$ cat config.mk
export PLATFORM = sky130hd
export DESIGN_NAME = bridge_link_arbiter_flat
export DESIGN_NICKNAME = d
export VERILOG_FILES = /design/src/rtl/bridge_link_arbiter_if.sv /design/src/rtl/bridge_link_arbiter.sv /design/src/flat_wrapper.sv
export SDC_FILE = /design/constraint.sdc
export NUM_CORES = 1
export LEC_CHECK = 0
export ABC_AREA = 1
export CAP_MARGIN = 15
export CORE_MARGIN = 2
export CORE_UTILIZATION = 47
export DETAILED_ROUTE_END_ITERATION = 8
export PLACE_DENSITY = 0.84
export SKIP_CTS_REPAIR_TIMING = 1
export SYNTH_ARGS = -nofsm -noshare
export SYNTH_HDL_FRONTEND = slang
export SYNTH_SLANG_ARGS = --single-unit
$ cat constraint.sdc
create_clock -name clk -period 2.4 [get_ports clk]
set_input_delay 0.48 -clock clk [delete_from_list [all_inputs] [get_ports clk]]
set_output_delay 0.48 -clock clk [all_outputs]
set_load 0.03 [all_outputs]
$ cat src/rtl/bridge_link_arbiter_if.sv
// Bus bundle between two requesters, the UART link and bridge_link_arbiter.
// slave is the arbiter's view; master is the requester/UART side.
interface bridge_link_arbiter_if #(
    parameter int DATA_WIDTH = 8,
    parameter int ADDR_WIDTH = 12
);
    logic [1:0]                       req;
    logic [1:0]                       req_wen;
    logic [2*ADDR_WIDTH-1:0]          req_addr;
    logic [2*DATA_WIDTH-1:0]          req_wdata;
    logic [1:0]                       ack;
    logic [1:0]                       rvalid;
    logic [1:0]                       rerr;
    logic [DATA_WIDTH-1:0]            rdata;
    logic [DATA_WIDTH+ADDR_WIDTH:0]   u_din;
    logic                             u_en;
    logic                             u_tx_busy;
    logic                             u_rx_ready;
    logic [DATA_WIDTH-1:0]            u_dout;

    modport slave (
        input  req, req_wen, req_addr, req_wdata,
        input  u_tx_busy, u_rx_ready, u_dout,
        output ack, rvalid, rerr, rdata,
        output u_din, u_en
    );

    modport master (
        output req, req_wen, req_addr, req_wdata,
        output u_tx_busy, u_rx_ready, u_dout,
        input  ack, rvalid, rerr, rdata,
        input  u_din, u_en
    );
endinterface

$ cat src/rtl/bridge_link_arbiter.sv
// Two-requester round-robin bridge: each request becomes one UART TX frame;
// reads then wait, bounded by TIMEOUT_CYCLES, for the UART RX byte.
//
// state      | meaning
// IDLE       | arbitrate; latch winner's request
// LAUNCH     | u_en high for one cycle with the frame on u_din
// TX_WAIT_HI | wait for the UART to report busy
// TX_WAIT_LO | wait for the UART to finish shifting
// RX_WAIT    | read only: wait for the RX byte or the timeout
// DONE       | ack (plus rvalid/rerr) pulse to the granted requester
module bridge_link_arbiter #(
    parameter int DATA_WIDTH     = 8,
    parameter int ADDR_WIDTH     = 12,
    parameter int TIMEOUT_CYCLES = 65535
) (
    input  logic                 clk,
    input  logic                 rst,
    bridge_link_arbiter_if.slave bus
);
    localparam int FRAME_WIDTH = DATA_WIDTH + ADDR_WIDTH + 1;
    localparam logic [15:0] TMO_LAST = 16'(TIMEOUT_CYCLES - 1);

    typedef enum logic [2:0] {
        IDLE,
        LAUNCH,
        TX_WAIT_HI,
        TX_WAIT_LO,
        RX_WAIT,
        DONE
    } state_t;

    state_t                 state;
    state_t                 state_nxt;
    logic                   ptr;
    logic                   gnt;
    logic                   lat_wen;
    logic [15:0]            tmo_cnt;
    logic [FRAME_WIDTH-1:0] u_din_q;
    logic                   u_en_q;
    logic [1:0]             ack_q;
    logic [1:0]             rvalid_q;
    logic [1:0]             rerr_q;
    logic [DATA_WIDTH-1:0]  rdata_q;

    logic                   gnt_sel;
    logic [ADDR_WIDTH-1:0]  sel_addr;
    logic [DATA_WIDTH-1:0]  sel_wdata;
    logic                   sel_wen;
    logic [FRAME_WIDTH-1:0] sel_frame;
    logic                   rx_ok;
    logic                   tmo_hit;
    logic [1:0]             gnt_oh;

    // ptr names the requester preferred on a tie: the one not granted last
    always_comb begin
        gnt_sel = ptr;
        case (bus.req)
            2'b01:   gnt_sel = 1'b0;
            2'b10:   gnt_sel = 1'b1;
            default: gnt_sel = ptr;
        endcase
        sel_addr  = gnt_sel ? bus.req_addr[2*ADDR_WIDTH-1:ADDR_WIDTH]
                            : bus.req_addr[ADDR_WIDTH-1:0];
        sel_wdata = gnt_sel ? bus.req_wdata[2*DATA_WIDTH-1:DATA_WIDTH]
                            : bus.req_wdata[DATA_WIDTH-1:0];
        sel_wen   = gnt_sel ? bus.req_wen[1] : bus.req_wen[0];
        sel_frame = {sel_addr, sel_wen ? sel_wdata : {DATA_WIDTH{1'b0}}, sel_wen};
    end

    always_comb begin
        state_nxt = state;
        rx_ok     = 1'b0;
        tmo_hit   = 1'b0;
        case (state)
            IDLE: begin
                if (|bus.req) state_nxt = LAUNCH;
            end
            LAUNCH: begin
                state_nxt = TX_WAIT_HI;
            end
            TX_WAIT_HI: begin
                if (bus.u_tx_busy) state_nxt = TX_WAIT_LO;
            end
            TX_WAIT_LO: begin
                if (!bus.u_tx_busy) state_nxt = lat_wen ? DONE : RX_WAIT;
            end
            RX_WAIT: begin
                // a byte arriving on the timeout cycle still counts as data
                if (bus.u_rx_ready) begin
                    rx_ok     = 1'b1;
                    state_nxt = DONE;
                end else if (tmo_cnt == TMO_LAST) begin
                    tmo_hit   = 1'b1;
                    state_nxt = DONE;
                end
            end
            DONE: begin
                state_nxt = IDLE;
            end
            default: begin
                state_nxt = IDLE;
            end
        endcase
    end

    assign gnt_oh = {gnt, ~gnt};

    always_ff @(posedge clk) begin
        if (rst) begin
            state    <= IDLE;
            ptr      <= 1'b0;
            gnt      <= 1'b0;
            lat_wen  <= 1'b0;
            tmo_cnt  <= '0;
            u_din_q  <= '0;
            u_en_q   <= 1'b0;
            ack_q    <= '0;
            rvalid_q <= '0;
            rerr_q   <= '0;
            rdata_q  <= '0;
        end else begin
            state <= state_nxt;
            if (state == IDLE && |bus.req) begin
                gnt     <= gnt_sel;
                ptr     <= ~gnt_sel;
                lat_wen <= sel_wen;
                u_din_q <= sel_frame;
            end
            tmo_cnt  <= (state == RX_WAIT) ? tmo_cnt + 16'd1 : 16'd0;
            u_en_q   <= (state_nxt == LAUNCH);
            ack_q    <= (state_nxt == DONE) ? gnt_oh : 2'b00;
            rvalid_q <= rx_ok ? gnt_oh : 2'b00;
            rerr_q   <= tmo_hit ? gnt_oh : 2'b00;
            if (rx_ok) begin
                rdata_q <= bus.u_dout;
            end else if (tmo_hit) begin
                rdata_q <= '0;
            end
        end
    end

    assign bus.u_din  = u_din_q;
    assign bus.u_en   = u_en_q;
    assign bus.ack    = ack_q;
    assign bus.rvalid = rvalid_q;
    assign bus.rerr   = rerr_q;
    assign bus.rdata  = rdata_q;
endmodule

$ cat src/flat_wrapper.sv
// flat-port wrapper written by rule: the top's interface ports become plain ports
module bridge_link_arbiter_flat 
#(
    parameter int DATA_WIDTH     = 8,
    parameter int ADDR_WIDTH     = 12,
    parameter int TIMEOUT_CYCLES = 65535
)
  (clk, rst, bus_req, bus_req_wen, bus_req_addr, bus_req_wdata, bus_u_tx_busy, bus_u_rx_ready, bus_u_dout, bus_ack, bus_rvalid, bus_rerr, bus_rdata, bus_u_din, bus_u_en);
  bridge_link_arbiter_if #(.DATA_WIDTH(DATA_WIDTH), .ADDR_WIDTH(ADDR_WIDTH)) bus_i ();
  input  logic clk;
  input  logic rst;
  input wire logic [$bits(bus_i.req)-1:0] bus_req;
  input wire logic [$bits(bus_i.req_wen)-1:0] bus_req_wen;
  input wire logic [$bits(bus_i.req_addr)-1:0] bus_req_addr;
  input wire logic [$bits(bus_i.req_wdata)-1:0] bus_req_wdata;
  input wire logic [$bits(bus_i.u_tx_busy)-1:0] bus_u_tx_busy;
  input wire logic [$bits(bus_i.u_rx_ready)-1:0] bus_u_rx_ready;
  input wire logic [$bits(bus_i.u_dout)-1:0] bus_u_dout;
  output wire logic [$bits(bus_i.ack)-1:0] bus_ack;
  output wire logic [$bits(bus_i.rvalid)-1:0] bus_rvalid;
  output wire logic [$bits(bus_i.rerr)-1:0] bus_rerr;
  output wire logic [$bits(bus_i.rdata)-1:0] bus_rdata;
  output wire logic [$bits(bus_i.u_din)-1:0] bus_u_din;
  output wire logic [$bits(bus_i.u_en)-1:0] bus_u_en;
  assign bus_i.req = bus_req;
  assign bus_i.req_wen = bus_req_wen;
  assign bus_i.req_addr = bus_req_addr;
  assign bus_i.req_wdata = bus_req_wdata;
  assign bus_i.u_tx_busy = bus_u_tx_busy;
  assign bus_i.u_rx_ready = bus_u_rx_ready;
  assign bus_i.u_dout = bus_u_dout;
  assign bus_ack = bus_i.ack;
  assign bus_rvalid = bus_i.rvalid;
  assign bus_rerr = bus_i.rerr;
  assign bus_rdata = bus_i.rdata;
  assign bus_u_din = bus_i.u_din;
  assign bus_u_en = bus_i.u_en;
  bridge_link_arbiter #(.DATA_WIDTH(DATA_WIDTH), .ADDR_WIDTH(ADDR_WIDTH), .TIMEOUT_CYCLES(TIMEOUT_CYCLES)) u_core (.clk(clk), .rst(rst), .bus(bus_i));
endmodule
Run 1, routed metal, one colour a layer:
Two of the layers only.
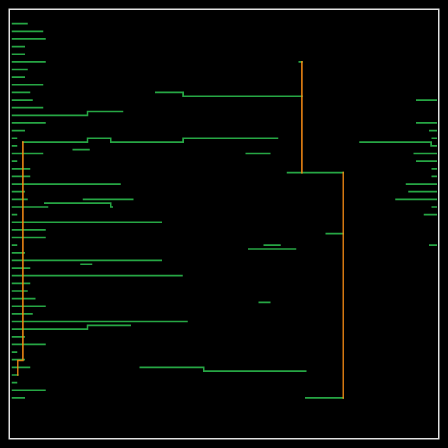
| layer | colour | wire length |
|---|---|---|
| M3 | green | 531 um |
| M4 | orange | 102 um |
drt total wl: 5888 um
GRT Util Overall: 20.96%
WL per Instance: 11.82 um

Run 1, clock wires, drivers and flops:
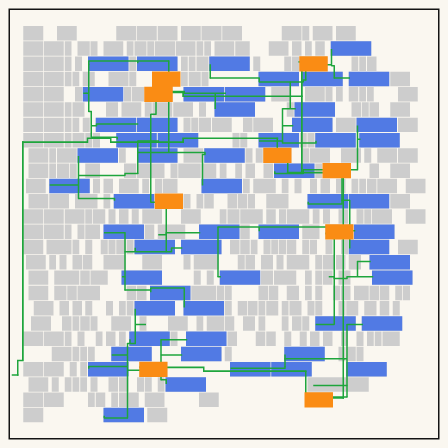
[clock wires] green | length: 742 um
[flip-flops] blue | count: 57
[clock-net drivers] orange | count: 9
routed clock nets: 10

==> impl_metrics.csv, run 1 <==
group,metric,value,unit
run_status,status,"finished, final reports clean",
synth,ys_seq_share,46.55,%
detailed_routing,drtAntennaViolNets,0,
synth,top_cell,"nand2_1",
worst_hold_path,hp-class,"reg -> reg",
sta,setup_viol,0,
clocking,clkTransAtPathRegs,0.06,ns
floorplanning,rows,26,
flow_run,warning_count,28,
synth,top_area_cell,"dfxtp_1",
flow_run,drv_cap,0,
sta,slew-limit-headroom,77.24,%
sta,clock_skew,0.006860,ns
final_layout,logic_area,1160,sq um
final_layout,final_nets,484,
synth,ys_cells,327,
detailed_routing,dr.first_iter.drc_count,54,
sta,worst_slew_pin_slew,0.3394,ns
sta,min_period,1.948,ns
floorplanning,fp.dieH,76.22,um
floorplanning,core_util_floorplan,48.30,%
setup_path,reg2reg_from,"u_core.tmo_cnt[0]$_SDFF_PP0_",
detailed_routing,vias_per_cell,4.886,
synth,yosysWarnings,0,
place,globalplace.congestion,0.8188,
setup_path,arrival,2.21,ns
floorplanning,chip_area,5809,sq um
detailed_routing,dr.pass1.iters,5,
synth,flop_cell,"dfxtp_1",
clocking,ctsLongestPathBuffers,2,
setup_path,startpoint,"bus_req[0]",
synth,yosysUniqueCellTypes,28,
clocking,clk_latency,0.33,ns
clocking,numCtsBuffers,9,
global_routing,grt_max_degree,26,
setup_path,endpoint_kind,"flop",
final_layout,fin_area,3618,sq um
synth,syn_avg_cell_area,7.496,sq um
power,intPower,1.772,mW
synth,fp_nets,387,
final_layout,fillers,426,
setup_path,cp.required,2.66,ns
final_layout,flop_area,1141,sq um
sta,fin_crit_sh,81.17,%
power,clkPwrFrac,35.8,%
synth,synth_area,2451,sq um
setup_path,path_class,"in -> reg",
final_layout,diodes,0,
place,place_area,3423,sq um
power,p_sw,691.3,uW
Run 1, I/O pins on the die edge:
Pins as bars across the die edge, other pins in grey.
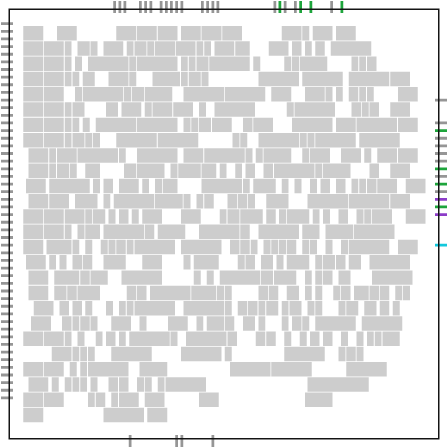
| port | colour | pins | direction | edge |
|---|---|---|---|---|
| bus_u_rx_ready | cyan | 1 | input | right |
| bus_u_dout | green | 8 | input | 4 top, 4 right |
| bus_rerr | purple | 2 | output | right |
all pins by edge: 50 left, 23 top, 15 right, 4 bottom

## run 1: worst max-delay path: stages
cell and delay [ns]:
clkdlybuf4s50_1 0.45, inv_1 0.06, ha_1 0.22, nor2_1 0.19, nand2_4 0.17, a21oi_2 0.18
nand2_1 0.09, nand2_2 0.15, nand2_1 0.08, a21oi_1 0.12
## run 1: registers in the layout (all words and copies together) (netlist names)
| signal | flops |
|---|---|
| u_core.bus.u_din | 21 |
| u_core.bus.ack | 2 |
| u_core.gnt | 1 |
| u_core.tmo_cnt | 16 |
| u_core.state | 3 |
| u_core.ptr | 1 |
| u_core.bus.u_en | 1 |
| u_core.bus.rerr | 2 |
| u_core.bus.rvalid | 2 |
| u_core.bus.rdata | 8 |
## run 1: power by group through the flow
stage / clock network [mW] / registers, mW / logic [mW]
6_report: 0.882 / 1.05 / 0.534
5_1_grt: 0.947 / 1.05 / 0.580
4_1_cts: 0.898 / 1.05 / 0.537
3_5_place_dp: 0 / 1.06 / 0.535
3_3_place_gp: 0 / 1.07 / 0.525
2_1_floorplan: 0 / 1.15 / 0.217
## run 1: through the flow
stage | setup WS, ns | total power, mW | util, % | std cells | hold WS [ns]
after floorplan | 0.7499 | 1.364 | - | 327 | 0.4264
after global routing | 0.3270 | 2.580 | 71.30 | 498 | 0.4878
after global placement | 0.1725 | 1.590 | 67.46 | 483 | 0.4403
final | 0.4518 | 2.463 | 71.30 | 498 | 0.4528
after CTS | 0.4603 | 2.481 | 71.30 | 498 | 0.4536
after detailed placement | 0.1142 | 1.599 | 67.46 | 483 | 0.4438
## run 1: per-layer routing
layer  share of wire (%)  vias to the layer above  track usage [%]
li1                    -                     1251                -
met1                  43                     1084            24.03
met2                  46                       90            34.16
met3                 9.0                        8            8.649
met4                 1.7                        0            9.455
met5                   0                        -                0
## run 1: logic make-up (layout without fill, tap and decap cells)
kind of cell               after synthesis  after routing  share of synthesized area [%]
AOI/OAI and AO/OA                       50             50                          11.59
adders and majority gates                4              4                          2.042
DFF                                     57             57                          46.55
buffers and inverters                   34            135                          6.125
xor gates and xnor gates                 1              1                         0.3574
and+or+nand+nor                        181            181                          33.33
## run 1: path summary, 6_finish.rpt
kind,end,slack (ns),cells after the start
hold / removal,u_core.tmo_cnt[9]$_SDFF_PP0_,0.45,2
setup reg to reg,u_core.tmo_cnt[14]$_SDFF_PP0_,0.97,6
hold reg to reg,u_core.tmo_cnt[9]$_SDFF_PP0_,0.45,2
setup / recovery,u_core.bus.u_din[5]$_SDFFE_PP0P_,0.45,10
## run 1: area by class of cell
cell class | count | area share, %
Multi-Input combinational cell | 236 | 32.05
Tap cell | 70 | 2.420
Clock buffer | 12 | 4.288
Clock inverter | 3 | 1.107
Inverter | 25 | 2.593
Sequential cell | 57 | 31.54
Timing Repair Buffer | 95 | 26.00
Run 1, placement by cell class:
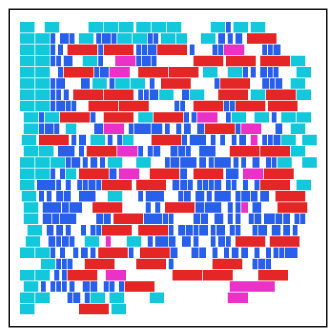

==> run 2: changes to the inputs <==
--- a/config.mk
+++ b/config.mk
@@ -8,9 +8,9 @@
 export ABC_AREA = 1
 export CAP_MARGIN = 15
 export CORE_MARGIN = 2
-export CORE_UTILIZATION = 47
+export CORE_UTILIZATION = 44
 export DETAILED_ROUTE_END_ITERATION = 8
-export PLACE_DENSITY = 0.84
+export PLACE_DENSITY = 0.8
 export SKIP_CTS_REPAIR_TIMING = 1
 export SYNTH_ARGS = -nofsm -noshare
 export SYNTH_HDL_FRONTEND = slang
==> constraint.sdc (replaced) <==
create_clock -name clk -period 2.05 [get_ports clk]
set_input_delay 0.41 -clock clk [delete_from_list [all_inputs] [get_ports clk]]
set_output_delay 0.41 -clock clk [all_outputs]
set_load 0.03 [all_outputs]
Run 2, placement by cell class:
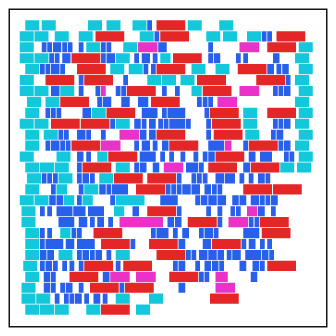
| class | colour | cells |
|---|---|---|
| remaining logic cells | blue | 261 |
| registers | red | 57 |
| clock drivers and dummy loads | magenta | 16 |
| remaining buffers and delay cells | cyan | 100 |

==> impl_metrics.csv, run 2 <==
group,metric,value,unit
floorplanning,core_util_floorplan,45.07,%
synth,top_cell,"nand2_1",
sta,slew-limit-headroom,77.03,%
clocking,clkTransAtPathRegs,0.06,ns
synth,yosysWarnings,0,
worst_hold_path,hp-class,"reg -> reg",
final_layout,largest_reg_flops,21,
flow_run,drv_cap,0,
setup_path,slowest_delay,0.71,ns
setup_path,cp.required,1.64,ns
detailed_routing,drtAntennaViolNets,0,
synth,synth_area,2451,sq um
detailed_routing,vias_per_cell,4.796,
sta,fin_crit_sh,87.77,%
clocking,clk_latency,0.33,ns
floorplanning,chip_area,6183,sq um
synth,fp_nets,387,
detailed_routing,routed_wl,5856,um
floorplanning,rows,27,
synth,yosysUniqueCellTypes,28,
global_routing,use_met1,22.45,%
setup_path,critical_path.top_delay_family,"buffers and inverters",
detailed_routing,dr.first_iter.drc_count,116,
place,place_area,3476,sq um
global_routing,grt_max_degree,26,
detailed_routing,dr.pass1.iters,4,
global_routing,grtUsageMet2,33.08,%
global_routing,grt.met3_usage,8.506,%
setup_path,endpoint_kind,"primary output",
synth,flop_cell,"dfxtp_1",
sta,setup_viol,0,
run_status,status,"finished, final reports clean",
setup_path,critPathSlowestCell,"clkdlybuf4s50_1",
power,p_total,2.937,mW
place,globalplace.congestion,0.7930,
final_layout,final_nets,489,
sta,hold_ws,0.4543,ns
clocking,ctsLongestPathBuffers,2,
setup_path,arrival,1.39,ns
global_routing,grt_util_all_layers,19.74,%
setup_path,path_class,"reg -> out",
sta,min_period,1.799,ns
final_layout,fin_area,3682,sq um
synth,top_area_cell,"dfxtp_1",
final_layout,diodes,0,
sta,clock_skew,0.007725,ns
setup_path,worstPathCellList,"clkdlybuf4s50_1",
synth,ys_cells,327,
setup_path,cp_num_buf_inv,1,
synth,ys_seq_share,46.55,%
synth,syn_avg_cell_area,7.496,sq um
flow_run,warning_count,28,
Run 2, I/O pins on the die edge:
Pins as bars across the die edge, other pins in grey.
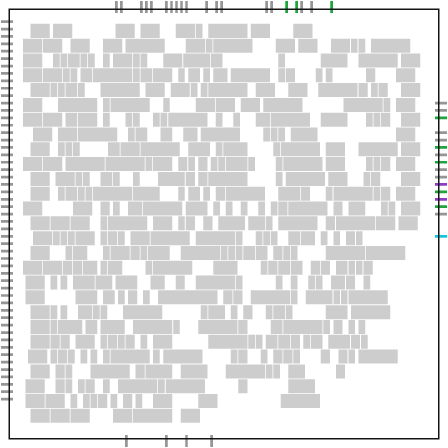
| port | colour | pins | direction | edge |
|---|---|---|---|---|
| bus_rerr | purple | 2 | output | right |
| bus_u_dout | green | 8 | input | 5 right, 3 top |
| bus_u_rx_ready | cyan | 1 | input | right |
all pins by edge: 52 left, 20 top, 16 right, 4 bottom
Die H: 78.64 um
# port buffers: 91
Die Wd: 78.64 um

run 2: cell types whose count changed in the layout (fill, tap and decap cells not counted):
cell | previous run | this run
clkinv_2 | 2 | 1
clkinv_4 | 0 | 1
clkinvlp_4 | 0 | 1
buf_12 | 0 | 1
buf_4 | 4 | 8
run 2: final timing paths:
path                                                        from                       endpoint  slack [ns]  depth (start not counted)
worst max-delay path            u_core.bus.u_din[0]$_SDFFE_PP0P_                   bus_u_din[0]        0.25                          1
worst min-delay path                u_core.tmo_cnt[9]$_SDFF_PP0_   u_core.tmo_cnt[9]$_SDFF_PP0_        0.45                          2
worst max register to register      u_core.tmo_cnt[0]$_SDFF_PP0_  u_core.tmo_cnt[14]$_SDFF_PP0_        0.60                          6
worst min register to register      u_core.tmo_cnt[9]$_SDFF_PP0_   u_core.tmo_cnt[9]$_SDFF_PP0_        0.45                          2
run 2: report_power, final:
group	total, mW	switching (mW)	internal, mW	leakage, nW
Clock	1.06	0.435	0.627	0.103
Sequential	1.23	0.0499	1.18	0.463
Combinational	0.648	0.343	0.305	0.845
run 2: area by class of cell:
type,count,area [sq um]
Fill cell,462,1757
Multi-Input combinational cell,236,1160
Sequential cell,57,1141
Timing Repair Buffer,100,991.0
Clock buffer,12,155.1
Inverter,25,93.84
Tap cell,72,90.09
Clock inverter,4,51.30
run 2: cells by family after synthesis:
family	Yosys count	synth area share [%]
and+or+nand+nor	181	33.33
DFF	57	46.55
AOI/OAI and AO/OA	50	11.59
buffers and inverters	34	6.125
adders and majority gates	4	2.042
xor gates and xnor gates	1	0.3574
run 2: per-layer routing:
| metal | vias to the layer above | share of wire (%) |
|---|---|---|
| met2 | 88 | 47 |
| li1 | 1264 | - |
| met4 | 0 | 1.2 |
| met5 | - | 0 |
| met1 | 1069 | 43 |
| met3 | 6 | 9.2 |
run 2: stage by stage:
stage	setup WS, ns	instances
CTS	0.2272	506
global route	0.1813	506
global placement	0.003924	490
floorplan	0.4699	327
detailed placement	-0.05325	490
finish	0.2508	506
Power figures rest on the tool's default switching activity, not on a simulated workload.
